## src/rtl/router_input_port.sv

```systemverilog
// Per-input-port router front end: flit FIFO, XY route computation on head
// flits, and a wormhole FSM that holds one output-port request per packet.
module router_input_port #(
  parameter int FLIT_W  = 32,
  parameter int DEPTH   = 4,
  parameter int COORD_W = 2,
  parameter int X_COORD = 0,
  parameter int Y_COORD = 0
) (
  input  logic              clk,
  input  logic              rst_n,
  input  logic              in_valid,
  input  logic [FLIT_W-1:0] in_flit,
  output logic              in_ready,
  output logic [4:0]        req,
  input  logic              gnt,
  output logic [FLIT_W-1:0] out_flit,
  output logic [2:0]        route,
  output logic              err_drop
);

  localparam int PTR_W = $clog2(DEPTH);
  localparam int CNT_W = PTR_W + 1;
  localparam logic [CNT_W-1:0] FULL = CNT_W'(DEPTH);
  localparam logic [COORD_W-1:0] X_C = X_COORD[COORD_W-1:0];
  localparam logic [COORD_W-1:0] Y_C = Y_COORD[COORD_W-1:0];

  localparam logic IDLE   = 1'b0;
  localparam logic ACTIVE = 1'b1;

  localparam logic [2:0] P_LOCAL = 3'd0;
  localparam logic [2:0] P_NORTH = 3'd1;
  localparam logic [2:0] P_EAST  = 3'd2;
  localparam logic [2:0] P_SOUTH = 3'd3;
  localparam logic [2:0] P_WEST  = 3'd4;

  localparam logic [1:0] T_HEAD   = 2'b00;
  localparam logic [1:0] T_TAIL   = 2'b10;
  localparam logic [1:0] T_SINGLE = 2'b11;

  logic [FLIT_W-1:0]  mem [DEPTH];
  logic [PTR_W-1:0]   wr_ptr_q, rd_ptr_q;
  logic [CNT_W-1:0]   count_q;
  logic               state_q;
  logic [2:0]         route_q;

  logic               empty, push, pop;
  logic               is_head, lock, drop, fwd, last;
  logic [1:0]         head_type;
  logic [COORD_W-1:0] dest_x, dest_y;
  logic [2:0]         calc_route;

  // Upstream handshake: a flit transfers on a cycle where in_valid && in_ready;
  // in_ready depends only on the registered count.
  assign in_ready = (count_q != FULL);
  assign push     = in_valid && in_ready;
  assign empty    = (count_q == '0);
  assign out_flit = mem[rd_ptr_q];

  assign head_type = out_flit[FLIT_W-1 -: 2];
  assign dest_x    = out_flit[FLIT_W-3 -: COORD_W];
  assign dest_y    = out_flit[FLIT_W-3-COORD_W -: COORD_W];

  // X dimension is resolved before Y, which keeps XY routing deadlock-free.
  always_comb begin
    calc_route = P_LOCAL;
    if (dest_x > X_C)      calc_route = P_EAST;
    else if (dest_x < X_C) calc_route = P_WEST;
    else if (dest_y > Y_C) calc_route = P_NORTH;
    else if (dest_y < Y_C) calc_route = P_SOUTH;
  end

  assign is_head = (head_type == T_HEAD) || (head_type == T_SINGLE);
  assign lock    = (state_q == IDLE) && !empty && is_head;
  assign drop    = (state_q == IDLE) && !empty && !is_head;
  assign fwd     = (state_q == ACTIVE) && !empty && gnt;
  assign last    = fwd && ((head_type == T_TAIL) || (head_type == T_SINGLE));
  assign pop     = drop || fwd;

  assign req      = ((state_q == ACTIVE) && !empty) ? (5'b00001 << route_q) : 5'b00000;
  assign route    = route_q;
  assign err_drop = drop;

  always_ff @(posedge clk) begin
    if (push) mem[wr_ptr_q] <= in_flit;
  end

  always_ff @(posedge clk) begin
    if (!rst_n) begin
      wr_ptr_q <= '0;
      rd_ptr_q <= '0;
      count_q  <= '0;
    end else begin
      if (push) wr_ptr_q <= wr_ptr_q + 1'b1;
      if (pop)  rd_ptr_q <= rd_ptr_q + 1'b1;
      case ({push, pop})
        2'b10:   count_q <= count_q + 1'b1;
        2'b01:   count_q <= count_q - 1'b1;
        default: count_q <= count_q;
      endcase
    end
  end

  // Route stays locked while starved mid-packet; only the tail releases it.
  always_ff @(posedge clk) begin
    if (!rst_n) begin
      state_q <= IDLE;
      route_q <= P_LOCAL;
    end else begin
      case (state_q)
        IDLE: begin
          if (lock) begin
            route_q <= calc_route;
            state_q <= ACTIVE;
          end
        end
        default: begin
          if (last) state_q <= IDLE;
        end
      endcase
    end
  end

endmodule
```

## config.mk

```make
export PLATFORM = sky130hd
export DESIGN_NAME = router_input_port
export DESIGN_NICKNAME = d
export VERILOG_FILES = /design/src/rtl/router_input_port.sv
export SDC_FILE = /design/constraint.sdc
export NUM_CORES = 1
export LEC_CHECK = 0
export ABC_AREA = 1
export CAP_MARGIN = 20
export CORE_AREA = 2 2 104 106
export DETAILED_ROUTE_END_ITERATION = 8
export DIE_AREA = 0 0 106 108
export GPL_TIMING_DRIVEN = 1
export HOLD_SLACK_MARGIN = 0.12
export PLACE_DENSITY = 0.78
export SKIP_CTS_REPAIR_TIMING = 1
export SLEW_MARGIN = 0
export SYNTH_ARGS = -nofsm -noshare
export SYNTH_HDL_FRONTEND = slang
export SYNTH_SLANG_ARGS = --single-unit
```

## constraint.sdc

```tcl
create_clock -name clk -period 2.95 [get_ports clk]
set_input_delay 0.295 -clock clk [delete_from_list [all_inputs] [get_ports clk]]
set_output_delay 0.295 -clock clk [all_outputs]
set_load 0.02 [all_outputs]
```

==> flow_summary.ini, run 1 <==
; generated from flow reports
[timing]
worst_pin_slew_ns = 0.579
max_freq_mhz = 357
holdWs_ns = 0.396
finalHoldViolCount = 0
setup_ws_ns = 0.150
setup-tns-final_ns = 0
min_period_ns = 2.80
rsz0062_at_grt = false
finClkSkew_ns = 0.00810

[synth]
yosysWarnings = 0
numSynthFlops = 140
synth-compound-area-share = 0.0993
yosysUniqueCellTypes = 25
async_flop_share = 0
mux_share = 0
yosys-stat-area_mm2 = 0.00547
postSynthCellCount = 411
synth-edff-count = 128
avgSynthCellArea_um2 = 13.3
top_cell = edfxtp_1
yosys-top-cells-count = edfxtp_1, nor2_1, o21ai_0
syn_area_mm2 = 0.00547
xor_share = 0
yosys.stat.seqShare = 0.747

[finish]
buffers_excl_clock = 89
fin_area_mm2 = 0.00696
final_cell_mix = edfxtp_1, clkdlybuf4s50_1, nor2_1
sh_seq_area = 0.587
largest_reg_flops = 128
top_register = mem
ff_count = 140
nNonClkInverters = 25
n_antenna_cell = 0

[placement]
placed_area_mm2 = 0.00637
io_buffers = 75

[clocking]
clock-root-buffer = clkbuf_8
h-tree-depth = 4
tritoncts = yes
clkTransAtPathRegs_ns = 0.06

[routing]
dr_wl_met2_mm = 5.45
met1_length_mm = 4.57
drt_iter0_markers = 163
drc = 0

[floorplan]
coreArea_mm2 = 0.0102
taps = 136
ioPinCount = 78

[power_and_ir_drop]
ir_drop_mv = 0.547
leakage_nw = 2.47
pwr.group.clock_mw = 2.03
p_seq_mw = 2.54
top_power_group = registers
pwr_density_cell_mw_per_mm2 = 1010
p_int_mw = 4.68

[critical_path]
r2r_cells = 14
critical_path.top_delay_family = buffers and inverters
reg2reg_to = count_q[2]
worst_ep_required_time_ns = 2.65
worstPathCellList = buf_4, o21ai_0, o22ai_1, clkdlybuf4s50_1

[worst_hold_path]
hold_class = in2reg

[global_route]
grt_pass1_wl_mm = 17.3

[status]
status = finished, final reports clean
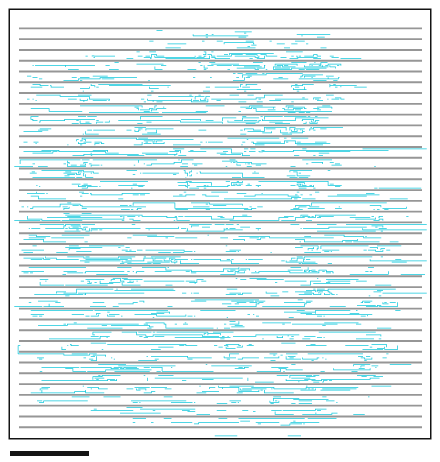
Figure 1: run 1, the metal 1 layer.
Bar = 20 um. Supply wires on this layer in grey.
- longest straight run: 23.9 um
- wire length on this layer: 4,570 um
- nets with wire on the layer: 491
- share of all routed wire: 42%
- main direction: horizontal
routing usage on met1: 0.257
routed vias: 3,454
final WL: 10.9 mm

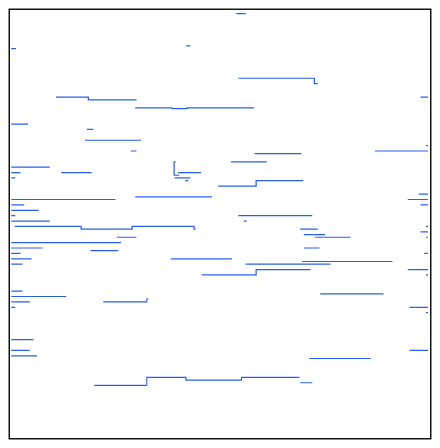
Figure 2: run 1, signal wires on met3.
- nets with wire on the layer: 57
- share of all routed wire: 5.9%
- main direction: horizontal
- longest straight run: 27.4 um
- wire length on this layer: 645 um
GR Util met3: 0.0669

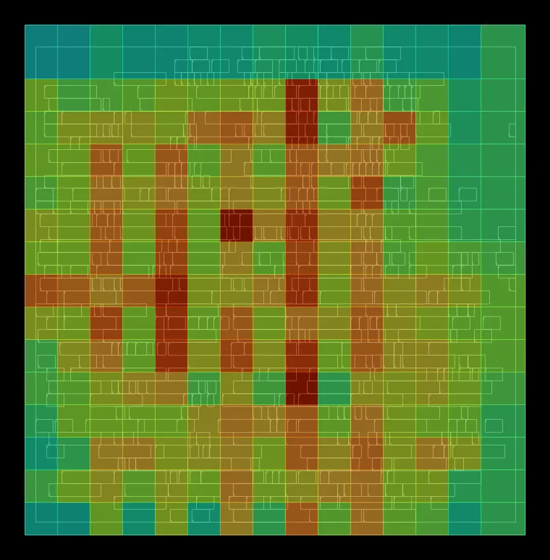
Figure 3: run 1, routing congestion map.
gr usage total: 0.203
gr busiest metal: met2
wire per inst: 16.8 um
Final Util: 0.680

--- run 2 (diff from run 1) ---
--- a/config.mk
+++ b/config.mk
@@ -7,9 +7,9 @@
 export LEC_CHECK = 0
 export ABC_AREA = 1
 export CAP_MARGIN = 20
-export CORE_AREA = 2 2 104 106
+export CORE_AREA = 2 2 146 77
 export DETAILED_ROUTE_END_ITERATION = 8
-export DIE_AREA = 0 0 106 108
+export DIE_AREA = 0 0 148 79
 export GPL_TIMING_DRIVEN = 1
 export HOLD_SLACK_MARGIN = 0.12
 export PLACE_DENSITY = 0.78
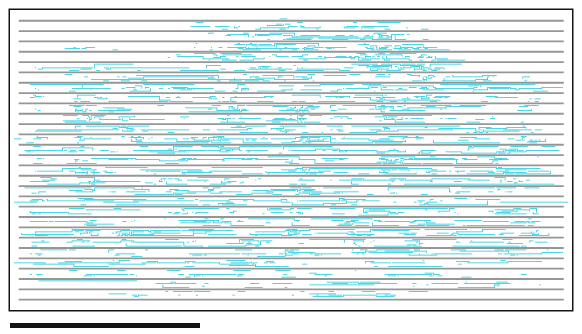
Figure 4: run 2, the metal 1 layer.
Bar = 50 um. Supply wires on this layer in grey.
- wire length on this layer: 5,320 um
- main direction: horizontal
- longest straight run: 45.5 um
- share of all routed wire: 44%
- nets with wire on the layer: 501
routing usage on met1: 0.293
routed vias: 3,502
final WL: 12.0 mm

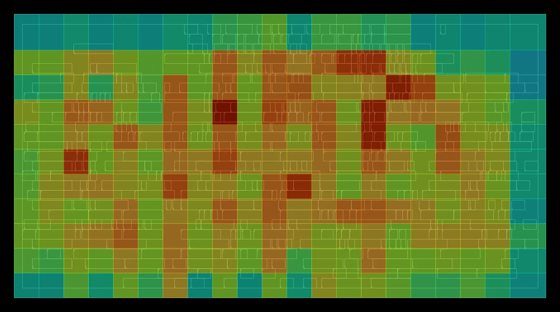
Figure 5: run 2, routing congestion map.
gr usage total: 0.218
wire per inst: 18.2 um
GR Util met2: 0.340
GR Util met3: 0.0678
Final Util: 0.663

==> run 2 against run 1 <==
Compared with the run above:
- register-to-register slack is essentially flat
- critical path depth rose by 5
- sequential power about the same
- worst hold slack improved by 0.11 ns
- cell count up 1.7%
- power rose by 0.47%
- worst setup slack improved by 0.057 ns
- synthesized cell count unchanged
- area after synthesis stayed put
- clock power decreased by 3%
- non-clock buffer count rose by 2
- via count grew 1.4%
- critical path type unchanged
- largest power group is now combinational logic
==> flow_summary.ini, run 2 <==
; generated from flow reports
[finish]
fin_area_mm2 = 0.00699
instances_no_fill = 659
n_fill_cell = 762
area_delta_synth_final_pct = 27.8
sh_seq_area = 0.585
nNetsFinal = 545
nNonClkInverters = 25
buffer_area_frac = 0.128
largest_reg_flops = 128
ff_count = 140
n_antenna_cell = 0
top_register = mem
nMultiInputCombCells = 226
buffers_excl_clock = 91
final_cell_mix = edfxtp_1, clkdlybuf4s50_1, nor2_1

[timing]
slew_headroom = 0.607
worst_pin_slew_ns = 0.588
setup_ws_ns = 0.208
min_period_ns = 2.74
finClkSkew_ns = 0.00768
finalHoldViolCount = 0
setup_viol = 0
fin_crit_sh = 0.930
setup-tns-final_ns = 0
max_freq_mhz = 365
holdWs_ns = 0.503

[clocking]
ctsLongestPathBuffers = 2
tritoncts = yes
h-tree-depth = 4
clkTransAtPathRegs_ns = 0.06
clock_sinks = 140
clock-root-buffer = clkbuf_16

[flow_run]
drv_cap = 0

[critical_path]
cp.depth = 9
critPathMostFrequentCell = inv_1
critical_path.top_delay_family = buffers and inverters
reg2reg_to = count_q[2]
rrSetupSlack_ns = 0.26
worstPathCellList = inv_2, buf_6, o21ai_1, o22ai_2, ha_1, inv_1, nand3_1, inv_1, clkdlybuf4s50_1
slowest_stage = clkdlybuf4s50_1
r2r_cells = 15
cp_slowest_stage_delay_ns = 0.59
crit_arrival_ns = 2.45
worst_ep_required_time_ns = 2.65
timing.critical_path.to = err_drop
cp-end-kind = output pin

[synth]
yosys-stat-area_mm2 = 0.00547
xor_share = 0
synthTopLogicFamily = AND-OR/OR-AND gates
yosys.stat.seqShare = 0.747
yosysWarnings = 0
yosys-top-cells-count = edfxtp_1, nor2_1, o21ai_0
postSynthCellCount = 411
async_flop_share = 0
mux_share = 0
avgSynthCellArea_um2 = 13.3
yosysUniqueCellTypes = 25
numSynthFlops = 140
top_cell = edfxtp_1
syn_area_mm2 = 0.00547
synth-compound-area-share = 0.0993
synth-edff-count = 128
ys_sh_adder = 0.0197

[global_route]
antenna_found_initial = 0
grt.overflow.total = 0
grt_max_degree = 43
grt_pass1_vias = 3511
grt_pass1_wl_mm = 18.8
busiest_layer = met2

[worst_hold_path]
hold_class = in2reg
hold_end = mem[2][28]
hp-start = in_flit[28]

[routing]
drc = 0
met1_length_mm = 5.32
drt_iter0_markers = 278
wl_met3_um = 943
dr_wl_met2_mm = 5.64

[placement]
io_buffers = 75
dp.cells = 625
pre_cts_slack_ns = 0.265
placed_area_mm2 = 0.00640
gp_congestion = 0.771

[power_and_ir_drop]
leakage_nw = 2.46
ir_drop_mv = 0.560
p_seq_mw = 2.55
top_power_group = combinational logic
pwr.group.clock_mw = 1.97
p_int_mw = 4.60
power_frac_clock = 0.278
power_mw = 7.08
pwr_density_cell_mw_per_mm2 = 1010
swShare = 0.350

[floorplan]
rows = 27
coreArea_mm2 = 0.0105
taps = 145
dieWidth_um = 148
ioPinCount = 78

[status]
status = finished, final reports clean
--- run 3 (diff from run 2) ---
--- a/config.mk
+++ b/config.mk
@@ -7,12 +7,12 @@
 export LEC_CHECK = 0
 export ABC_AREA = 1
 export CAP_MARGIN = 20
-export CORE_AREA = 2 2 146 77
+export CORE_AREA = 2 2 141 74
 export DETAILED_ROUTE_END_ITERATION = 8
-export DIE_AREA = 0 0 148 79
+export DIE_AREA = 0 0 143 76
 export GPL_TIMING_DRIVEN = 1
 export HOLD_SLACK_MARGIN = 0.12
-export PLACE_DENSITY = 0.78
+export PLACE_DENSITY = 0.83
 export SKIP_CTS_REPAIR_TIMING = 1
 export SLEW_MARGIN = 0
 export SYNTH_ARGS = -nofsm -noshare
==> constraint.sdc (replaced) <==
create_clock -name clk -period 3.5 [get_ports clk]
set_input_delay 0.35 -clock clk [delete_from_list [all_inputs] [get_ports clk]]
set_output_delay 0.35 -clock clk [all_outputs]
set_load 0.02 [all_outputs]
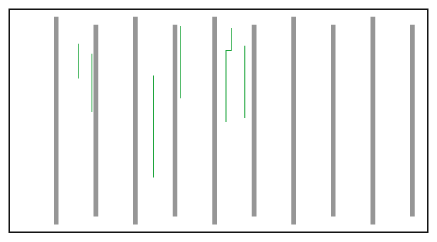
Figure 6: run 3, the metal 4 layer.
Supply wires on this layer in grey.
- longest straight run: 34.7 um
- nets with wire on the layer: 4
- wire length on this layer: 149 um
- share of all routed wire: 1.3%
- main direction: vertical
routed vias: 3,498
final WL: 11.7 mm

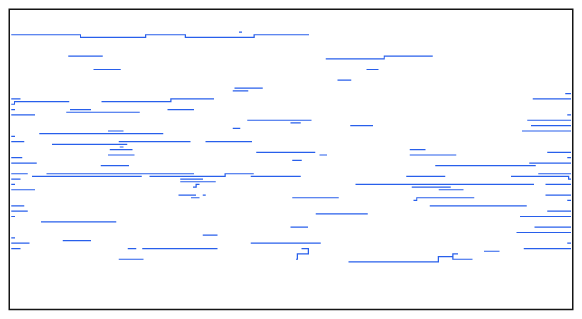
Figure 7: run 3, signal wires on met3.
- share of all routed wire: 8.4%
- nets with wire on the layer: 76
- main direction: horizontal
- longest straight run: 45.1 um
- wire length on this layer: 984 um
GR Util met3: 0.0735

==> run 3 against run 2 <==
Compared with the run above:
- sequential power decreased by 16%
- first-iteration DRC count increased by 12%
- register-to-register slack improved by 0.23 ns
- area after synthesis is the same
- global-route usage increased by 1.0 points
- synthesized cell count is the same
==> flow_summary.ini, run 3 <==
; generated from flow reports
[finish]
nMultiInputCombCells = 226
n_fill_cell = 642
area_delta_synth_final_pct = 26.1
buffer_area_frac = 0.118
sh_seq_area = 0.592
nNetsFinal = 537
fin_area_mm2 = 0.00690
n_antenna_cell = 0
final_cell_mix = edfxtp_1, clkdlybuf4s50_1, nor2_1

[timing]
finalHoldViolCount = 0
finClkSkew_ns = 0.0112
setup_viol = 0
setup-tns-final_ns = 0
setup_ws_ns = 0.421
rsz0062_at_grt = false
fin_crit_sh = 0.880
slew_headroom = 0.467
holdWs_ns = 0.502
worst_pin_slew_ns = 0.797

[synth]
synthTopLogicFamily = AND-OR/OR-AND gates
avgSynthCellArea_um2 = 13.3
top_cell = edfxtp_1
postSynthCellCount = 411
yosys-top-cells-count = edfxtp_1, nor2_1, o21ai_0
syn_area_mm2 = 0.00547
mux_share = 0
numSynthFlops = 140
yosys-stat-area_mm2 = 0.00547
ys_sh_adder = 0.0197
yosysUniqueCellTypes = 25

[global_route]
grt_usage = 0.228
grt_pass1_wl_mm = 18.3
gr-usage-met1 = 0.322
grt_max_degree = 65
grt_pass1_vias = 3504
grt.overflow.total = 0
grt_use_met2 = 0.334
antenna_found_initial = 0

[critical_path]
worstPathCellList = buf_4, o21ai_0, o22ai_1, ha_1, inv_1, nand3_1, inv_1, clkdlybuf4s50_1
critPathMostFrequentCell = inv_1
timing.critical_path.to = err_drop
r2r_cells = 14
cp-end-kind = output pin
slowest_stage = clkdlybuf4s50_1
rrSetupSlack_ns = 0.49

[clocking]
tritoncts = yes
clkTransAtPathRegs_ns = 0.05
h-tree-depth = 4
clock_sinks = 140

[power_and_ir_drop]
power_frac_clock = 0.289
pwr.group.clock_mw = 1.71
p_seq_mw = 2.14
swShare = 0.338

[floorplan]
ioPinCount = 78
taps = 140
dieWidth_um = 143

[placement]
pre_cts_slack_ns = 0.614
io_buffers = 75
gp_congestion = 0.754
dp.cells = 614

[routing]
drc = 0
met1_length_mm = 5.19

[flow_run]
drv_cap = 0

[worst_hold_path]
hold_class = reg2reg

[status]
status = finished, final reports clean

==> layout pictures side by side <==
Met2 routing.
Cells faint in the background.
Plate I
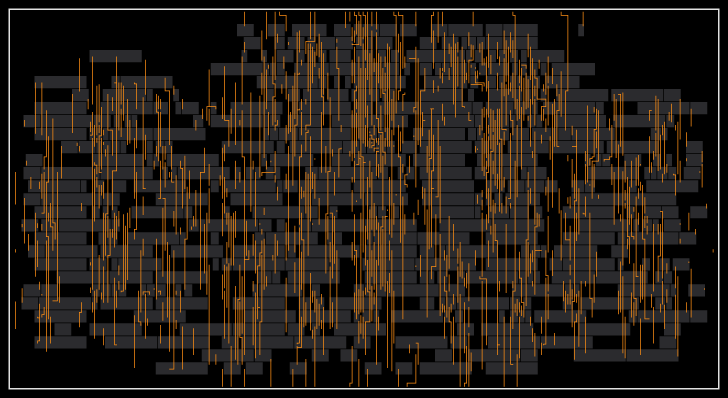
Plate II
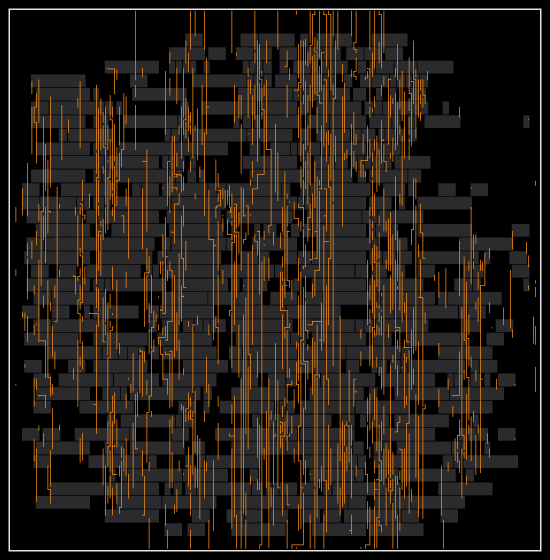
Plate III
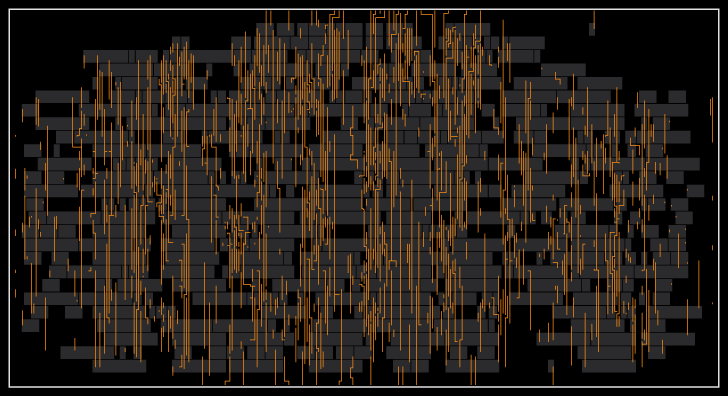
| picture | from |
|---|---|
| Plate III | run 3 |
| Plate II | run 1 |
| Plate I | run 2 |

Key to Plate I:
- wire length on this layer: 5,640 um
- share of all routed wire: 47%
- main direction: vertical
- longest straight run: 41.3 um

Power and IR drop assume default switching activity.
